### I/O pins on the die edge

Pins as bars across the die edge, other pins in grey.
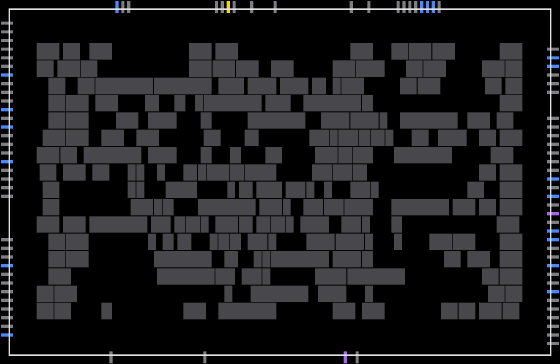
### The clock network

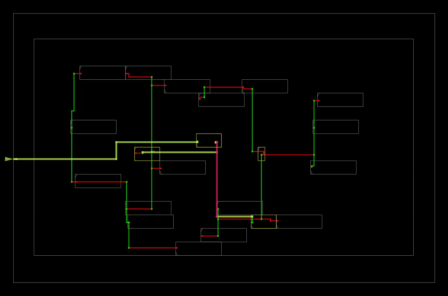
### Metal layers overlaid

Only two layers are drawn.
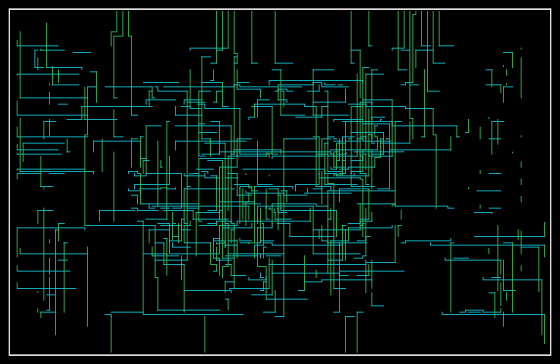
### Selected gate families

Scale bar: 20 um.
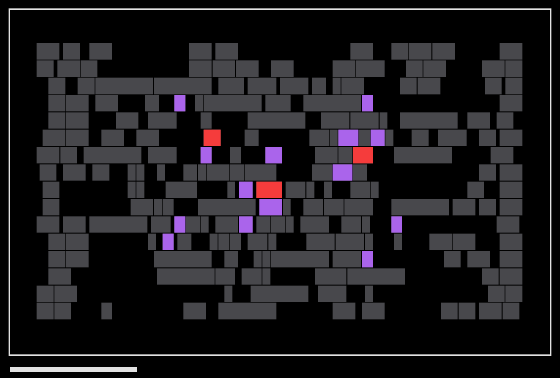
### Sequential cells grouped by signal name

Scale bar: 20 um. Other sequential cells in the stronger grey, the rest of the logic in the fainter grey.
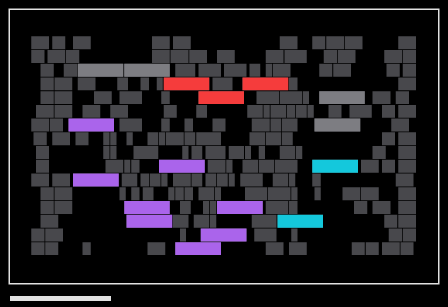
## config.mk

```make
export PLATFORM = sky130hd
export DESIGN_NAME = deint_ctrl
export DESIGN_NICKNAME = d
export VERILOG_FILES = /design/src/rtl/deint_pkg.sv /design/src/rtl/deint_drain_cnt.sv /design/src/rtl/deint_ctrl.sv
export SDC_FILE = /design/constraint.sdc
export NUM_CORES = 1
export LEC_CHECK = 0
export CAP_MARGIN = 25
export CORE_ASPECT_RATIO = 0.6
export CORE_MARGIN = 4
export CORE_UTILIZATION = 39
export DETAILED_ROUTE_END_ITERATION = 8
export GPL_TIMING_DRIVEN = 0
export PLACE_DENSITY_LB_ADDON = 0.05
export RECOVER_POWER = 50
export SLEW_MARGIN = 10
export SYNTH_ARGS = -nofsm -noshare
export SYNTH_HDL_FRONTEND = slang
export SYNTH_SLANG_ARGS = --single-unit
```

## constraint.sdc

```tcl
create_clock -name clk -period 3.35 [get_ports clk]
set_clock_uncertainty 0.05 [all_clocks]
set_input_delay 0.5025 -clock clk [delete_from_list [all_inputs] [get_ports clk]]
set_output_delay 0.5025 -clock clk [all_outputs]
set_load 0.01 [all_outputs]
```

## src/rtl/deint_pkg.sv

```systemverilog
// rtl/deint_pkg.sv - shared state encoding, modulation codes and drain targets
// Purpose: common definitions for deint_ctrl and deint_drain_cnt.
// Ports: none (package).
package deint_pkg;

  typedef enum logic [1:0] {
    IDLE  = 2'd0,
    READ  = 2'd1,
    DRAIN = 2'd2,
    DONE  = 2'd3
  } state_t;

  localparam logic [1:0] MOD_BPSK  = 2'd0;
  localparam logic [1:0] MOD_QPSK  = 2'd1;
  localparam logic [1:0] MOD_16QAM = 2'd2;
  localparam logic [1:0] MOD_64QAM = 2'd3;

  localparam int CNT_W = 8;

  // N_CBPS/2: two lanes per run cycle, so half the coded bits per symbol.
  function automatic logic [CNT_W-1:0] drain_target(input logic [1:0] mod);
    logic [CNT_W-1:0] t;
    t = 8'd24;
    case (mod)
      MOD_BPSK:  t = 8'd24;
      MOD_QPSK:  t = 8'd48;
      MOD_16QAM: t = 8'd96;
      MOD_64QAM: t = 8'd144;
      default:   t = 8'd24;
    endcase
    return t;
  endfunction

endpackage

```

## src/rtl/deint_drain_cnt.sv

```systemverilog
// rtl/deint_drain_cnt.sv - deinterleaver valid-cycle counter with terminal compare
// Purpose: counts deint_valid cycles per symbol and flags the cycle that reaches
//          the modulation-dependent target.
// Ports: clk, rst (async, active-low), i_clr (clear on acceptance),
//        i_en (count window), i_valid (deinterleaver valid), i_mod (latched mod),
//        o_hit (this cycle's valid completes the target).
module deint_drain_cnt
  import deint_pkg::*;
(
  input  logic       clk,
  input  logic       rst,
  input  logic       i_clr,
  input  logic       i_en,
  input  logic       i_valid,
  input  logic [1:0] i_mod,
  output logic       o_hit
);

  logic [CNT_W-1:0] r_cnt;
  logic [CNT_W-1:0] w_tgt;
  logic             w_full;

  assign w_tgt  = drain_target(i_mod);
  assign w_full = (r_cnt == w_tgt);
  // Hit is raised on the valid cycle itself, so DRAIN leaves without a wasted cycle.
  assign o_hit  = i_en && i_valid && (r_cnt == (w_tgt - 8'd1));

  // Saturates at the target so a misbehaving deinterleaver cannot wrap it.
  always_ff @(posedge clk or negedge rst) begin
    if (!rst) begin
      r_cnt <= '0;
    end else if (i_clr) begin
      r_cnt <= '0;
    end else if (i_en && i_valid && !w_full) begin
      r_cnt <= r_cnt + 8'd1;
    end
  end

endmodule

```

## src/rtl/deint_ctrl.sv

```systemverilog
// rtl/deint_ctrl.sv - OFDM symbol deinterleaver sequencing controller
// Purpose: accepts a symbol request, reads RUN_CYC buffer words into the
//          deinterleaver, then waits for the mod-dependent number of valid
//          cycles before signalling completion.
// Ports: clk, rst (async, active-low); sym_req/sym_mod/sym_ack request side;
//        rd_en/rd_addr/rd_data0/rd_data1 symbol buffer; x0/x1/run/deint_mod/
//        deint_valid deinterleaver side; busy/sym_done/err status.
module deint_ctrl
  import deint_pkg::*;
#(
  parameter int RUN_CYC = 8
) (
  input  logic        clk,
  input  logic        rst,
  input  logic        sym_req,
  input  logic [1:0]  sym_mod,
  output logic        sym_ack,
  output logic        rd_en,
  output logic [2:0]  rd_addr,
  input  logic [17:0] rd_data0,
  input  logic [17:0] rd_data1,
  output logic [17:0] x0,
  output logic [17:0] x1,
  output logic        run,
  output logic [1:0]  deint_mod,
  input  logic        deint_valid,
  output logic        busy,
  output logic        sym_done,
  output logic        err
);

  localparam logic [2:0] LAST_ADDR = 3'(RUN_CYC - 1);

  state_t     r_state;
  state_t     w_next;
  logic [2:0] r_addr;
  logic       r_run;
  logic [1:0] r_mod;
  logic       r_err;
  logic       w_accept;
  logic       w_hit;
  logic       w_cnt_en;

  always_ff @(posedge clk or negedge rst) begin
    if (!rst) r_state <= IDLE;
    else      r_state <= w_next;
  end

  always_comb begin
    w_next   = r_state;
    w_accept = 1'b0;
    rd_en    = 1'b0;
    busy     = 1'b1;
    sym_done = 1'b0;
    case (r_state)
      IDLE: begin
        busy = 1'b0;
        // rst gating keeps the combinational ack quiet while reset is held.
        if (sym_req && rst) begin
          w_accept = 1'b1;
          w_next   = READ;
        end
      end
      READ: begin
        rd_en = 1'b1;
        if (r_addr == LAST_ADDR) w_next = DRAIN;
      end
      DRAIN: begin
        if (w_hit) w_next = DONE;
      end
      DONE: begin
        sym_done = 1'b1;
        w_next   = IDLE;
      end
      default: w_next = IDLE;
    endcase
  end

  always_ff @(posedge clk or negedge rst) begin
    if (!rst) begin
      r_addr <= '0;
      r_run  <= 1'b0;
      r_mod  <= MOD_BPSK;
      r_err  <= 1'b0;
    end else begin
      r_run <= rd_en;
      if (r_state == READ) r_addr <= (r_addr == LAST_ADDR) ? 3'd0 : r_addr + 3'd1;
      if (w_accept) r_mod <= sym_mod;
      if ((w_cnt_en && !deint_valid) || ((r_state == IDLE) && deint_valid)) r_err <= 1'b1;
    end
  end

  // Counting starts with the first run cycle, which follows the first read by one.
  assign w_cnt_en = r_run || (r_state == DRAIN);

  deint_drain_cnt u_cnt (
    .clk     (clk),
    .rst     (rst),
    .i_clr   (w_accept),
    .i_en    (w_cnt_en),
    .i_valid (deint_valid),
    .i_mod   (r_mod),
    .o_hit   (w_hit)
  );

  assign sym_ack   = w_accept;
  assign rd_addr   = r_addr;
  assign run       = r_run;
  assign x0        = rd_data0;
  assign x1        = rd_data1;
  assign deint_mod = r_mod;
  assign err       = r_err;

endmodule

```

==> notes.md <==
Entry: Yosys synthesis followed by OpenROAD place and route.

Place:
- In this run the tool buffered the top-level ports with 52 buffer cells.
- The run gives the worst-case setup slack after placement as -0.08521 ns.
- According to the dpl log, the detail-placed design has an HPWL of 2663 um.
- The run gives the global placement routability congestion as 0.7928.

STA:
- The run puts the post-route minimum period at 2.693 ns.
- The run puts the final max-slew violation count at 0.
- The run puts the count of endpoints failing hold in the final timing report at 0.

Finish:
- After the last flow step, the layout net total stands at 263.
- The run puts the total inserted antenna cells at 0.
- In the layout the commonest cells are sky130_fd_sc_hd__buf_4 (36), sky130_fd_sc_hd__clkdlybuf4s50_1 (33), sky130_fd_sc_hd__dlygate4sd3_1 (18), sky130_fd_sc_hd__dfrtp_1 (17), sky130_fd_sc_hd__ha_1 (14).

Synthesis:
- The run puts the summed instance area of the synthesized netlist at 0.001380 mm^2.
- The run gives the cell count after synthesis as 150.
- By area the synthesized netlist is led by sky130_fd_sc_hd__dfrtp_1 (31%), sky130_fd_sc_hd__buf_4 (20%), sky130_fd_sc_hd__ha_1 (13%), sky130_fd_sc_hd__xnor2_1 (4.4%), sky130_fd_sc_hd__nand2_1 (3.0%).
- The run gives the chip area in the Yosys report as 0.001380 mm^2.
- The synthesized design contains 0 enable-type register cells.
- The run puts the number of distinct library cells after synthesis at 36.
- The run gives the fraction of registers with async set or reset after synthesis as 1.000.

Setup path:
- The signal on the critical path passes through inv_1, ha_1, nand3_1, clkinv_1, clkdlybuf4s50_1.
- Data on the critical path is required at its endpoint by 2.80 ns.
- The run gives the slack of the worst reg-to-reg path as 1.49 ns.
- The run puts the buffer-and-inverter tally for the worst setup path at 3.
- STA puts the critical path data arrival time at 2.14 ns.
- For the worst flop-to-flop path, the logic depth is 6.

Routing:
- The run puts the detailed-router iteration count before antenna repair at 4.
- The run puts the number of nets with antenna violations after routing at 0.
- The run gives the number of DRC violations after detailed-routing iteration 0 as 39.

Global route:
- The number of global-route vias before repair was 1184.
- The run puts the total global routing overflow at 0.

Floorplanning:
- The run gives the number of standard-cell rows in the floorplan as 16.
- The run gives the y dimension of the die as 54.08 um.

Clock tree:
- The run gives the buffer type at the clock tree root as sky130_fd_sc_hd__clkbuf_8.
- The post-CTS hold buffer count recorded in the log is 0.
- The run gives the number of sinks on the clock net as 17.
- The run gives the number of post-CTS setup repair buffers as 0.

Status:
- The run finished with clean final reports.
-- 'I/O pins on the die edge' (at the start) --
blue -> x1  # pins 18, direction output, edge 8 right, 6 left, 4 top
purple -> deint_mod  # pins 2, direction output, edge 1 bottom, 1 right
yellow -> deint_valid  # pins 1, direction input, edge top
all pins by edge = 33 left, 33 right, 19 top, 4 bottom

-- 'The clock network' (at the start) --
clock insertion delay at the later pin of the skew report: 0.25 ns
Inserted Clock Buffers: 3

-- 'Metal layers overlaid' (at the start) --
cyan -> M1  # wire length 1370 um
green -> M2  # wire length 1450 um
Overall Global Routing Usage: 0.1450
final routed wirelength across all metal layers: 3248 um
via count: 1197
wire length per cell: 12.94 um

-- 'Selected gate families' (at the start) --
red -> non-inverting ao/oa cells  # cells 3
purple -> aoi and oai cells  # cells 14, where centre
Non-Filler Instances: 251
combinational share of cell area: 0.3202
most frequently placed logic cell in the final layout: sky130_fd_sc_hd__buf_4

-- 'Sequential cells grouped by signal name' (at the start) --
red -> rd_addr  # placed flops 3
cyan -> deint_mod  # placed flops 2
purple -> u_cnt.r_cnt  # placed flops 8
not coloured = 4

[worst paths after layout]
kind,from,end
max,r_state[0],sym_ack
min,rst,u_cnt.r_cnt[5]
min in group clk,err,err
max reg2reg,r_state[0],r_state[1]
min reg2reg,err,err
max in group asynchronous,rst,deint_mod[1]
[what timing repair did]
action                                  CTS  global route
endpoints found under the setup margin    1             1
resized                                   1             2
gates cloned                              0             0
[through the flow]
step | setup TNS (ns) | instances | hold WS, ns | util
floorplan | 0 | 150 | 0.1569 | -
global placement | -0.05591 | 247 | 0.4048 | 0.5889
detailed placement | -0.08521 | 247 | 0.4170 | 0.5889
CTS | 0 | 251 | 0.4446 | 0.6020
global route | 0 | 251 | 0.1719 | 0.6009
finish | 0 | 251 | 0.1417 | 0.6009
[flip-flops by register name (all words and copies together), names as in the netlist]
name         flops
rd_addr          3
err              1
run              1
r_state          2
deint_mod        2
u_cnt.r_cnt      8
[per-layer routing]
metal / share of wire / track usage
met4: 0.0043 / 0.03947
met5: 0 / 0
met2: 0.45 / 0.2416
met1: 0.42 / 0.1790
met3: 0.13 / 0.05505
[power by group through the flow]
stage          logic [mW]  clock network (mW)  registers [mW]
3_3_place_gp        0.624                   0           0.370
6_report            0.644               0.156           0.372
3_5_place_dp        0.646                   0           0.374
2_1_floorplan       0.435                   0           0.359
5_1_grt             0.723               0.172           0.389
4_1_cts             0.653               0.164           0.372
[cell families after synthesis]
logic type      count (synthesis)  share of synthesized area
compound gates                 17                    0.08431
xor+xnor                       10                    0.06347
fa+ha+maj                      14                     0.1269
buf+inv                        48                     0.2285
flops                          17                     0.3083
mux                             6                    0.04533
simple gates                   38                     0.1433
[synthesized netlist by cell type (3+ instances only)]
library cell               number
sky130_fd_sc_hd__a31oi_1        3
sky130_fd_sc_hd__o21ai_0        3
sky130_fd_sc_hd__ha_1          14
sky130_fd_sc_hd__xnor2_1        7
sky130_fd_sc_hd__a21oi_1        3
sky130_fd_sc_hd__dfrtp_1       17
sky130_fd_sc_hd__buf_4         36
sky130_fd_sc_hd__inv_1         10
sky130_fd_sc_hd__nand2_1       11
sky130_fd_sc_hd__mux2i_1        4
sky130_fd_sc_hd__nand2b_1       3
sky130_fd_sc_hd__nor2_1         6
sky130_fd_sc_hd__nand3_1        4
sky130_fd_sc_hd__xor2_1         3
[final cells by class]
| type | instances | area [um^2] |
|---|---|---|
| fill | 297 | 1326 |
| multi-input combinational | 85 | 639.4 |
| timing repair buffer | 52 | 515.5 |
| sequential | 17 | 425.4 |
| buffer | 36 | 270.3 |
| tap | 45 | 56.30 |
| clock buffer | 4 | 45.04 |
| inverter | 12 | 45.04 |
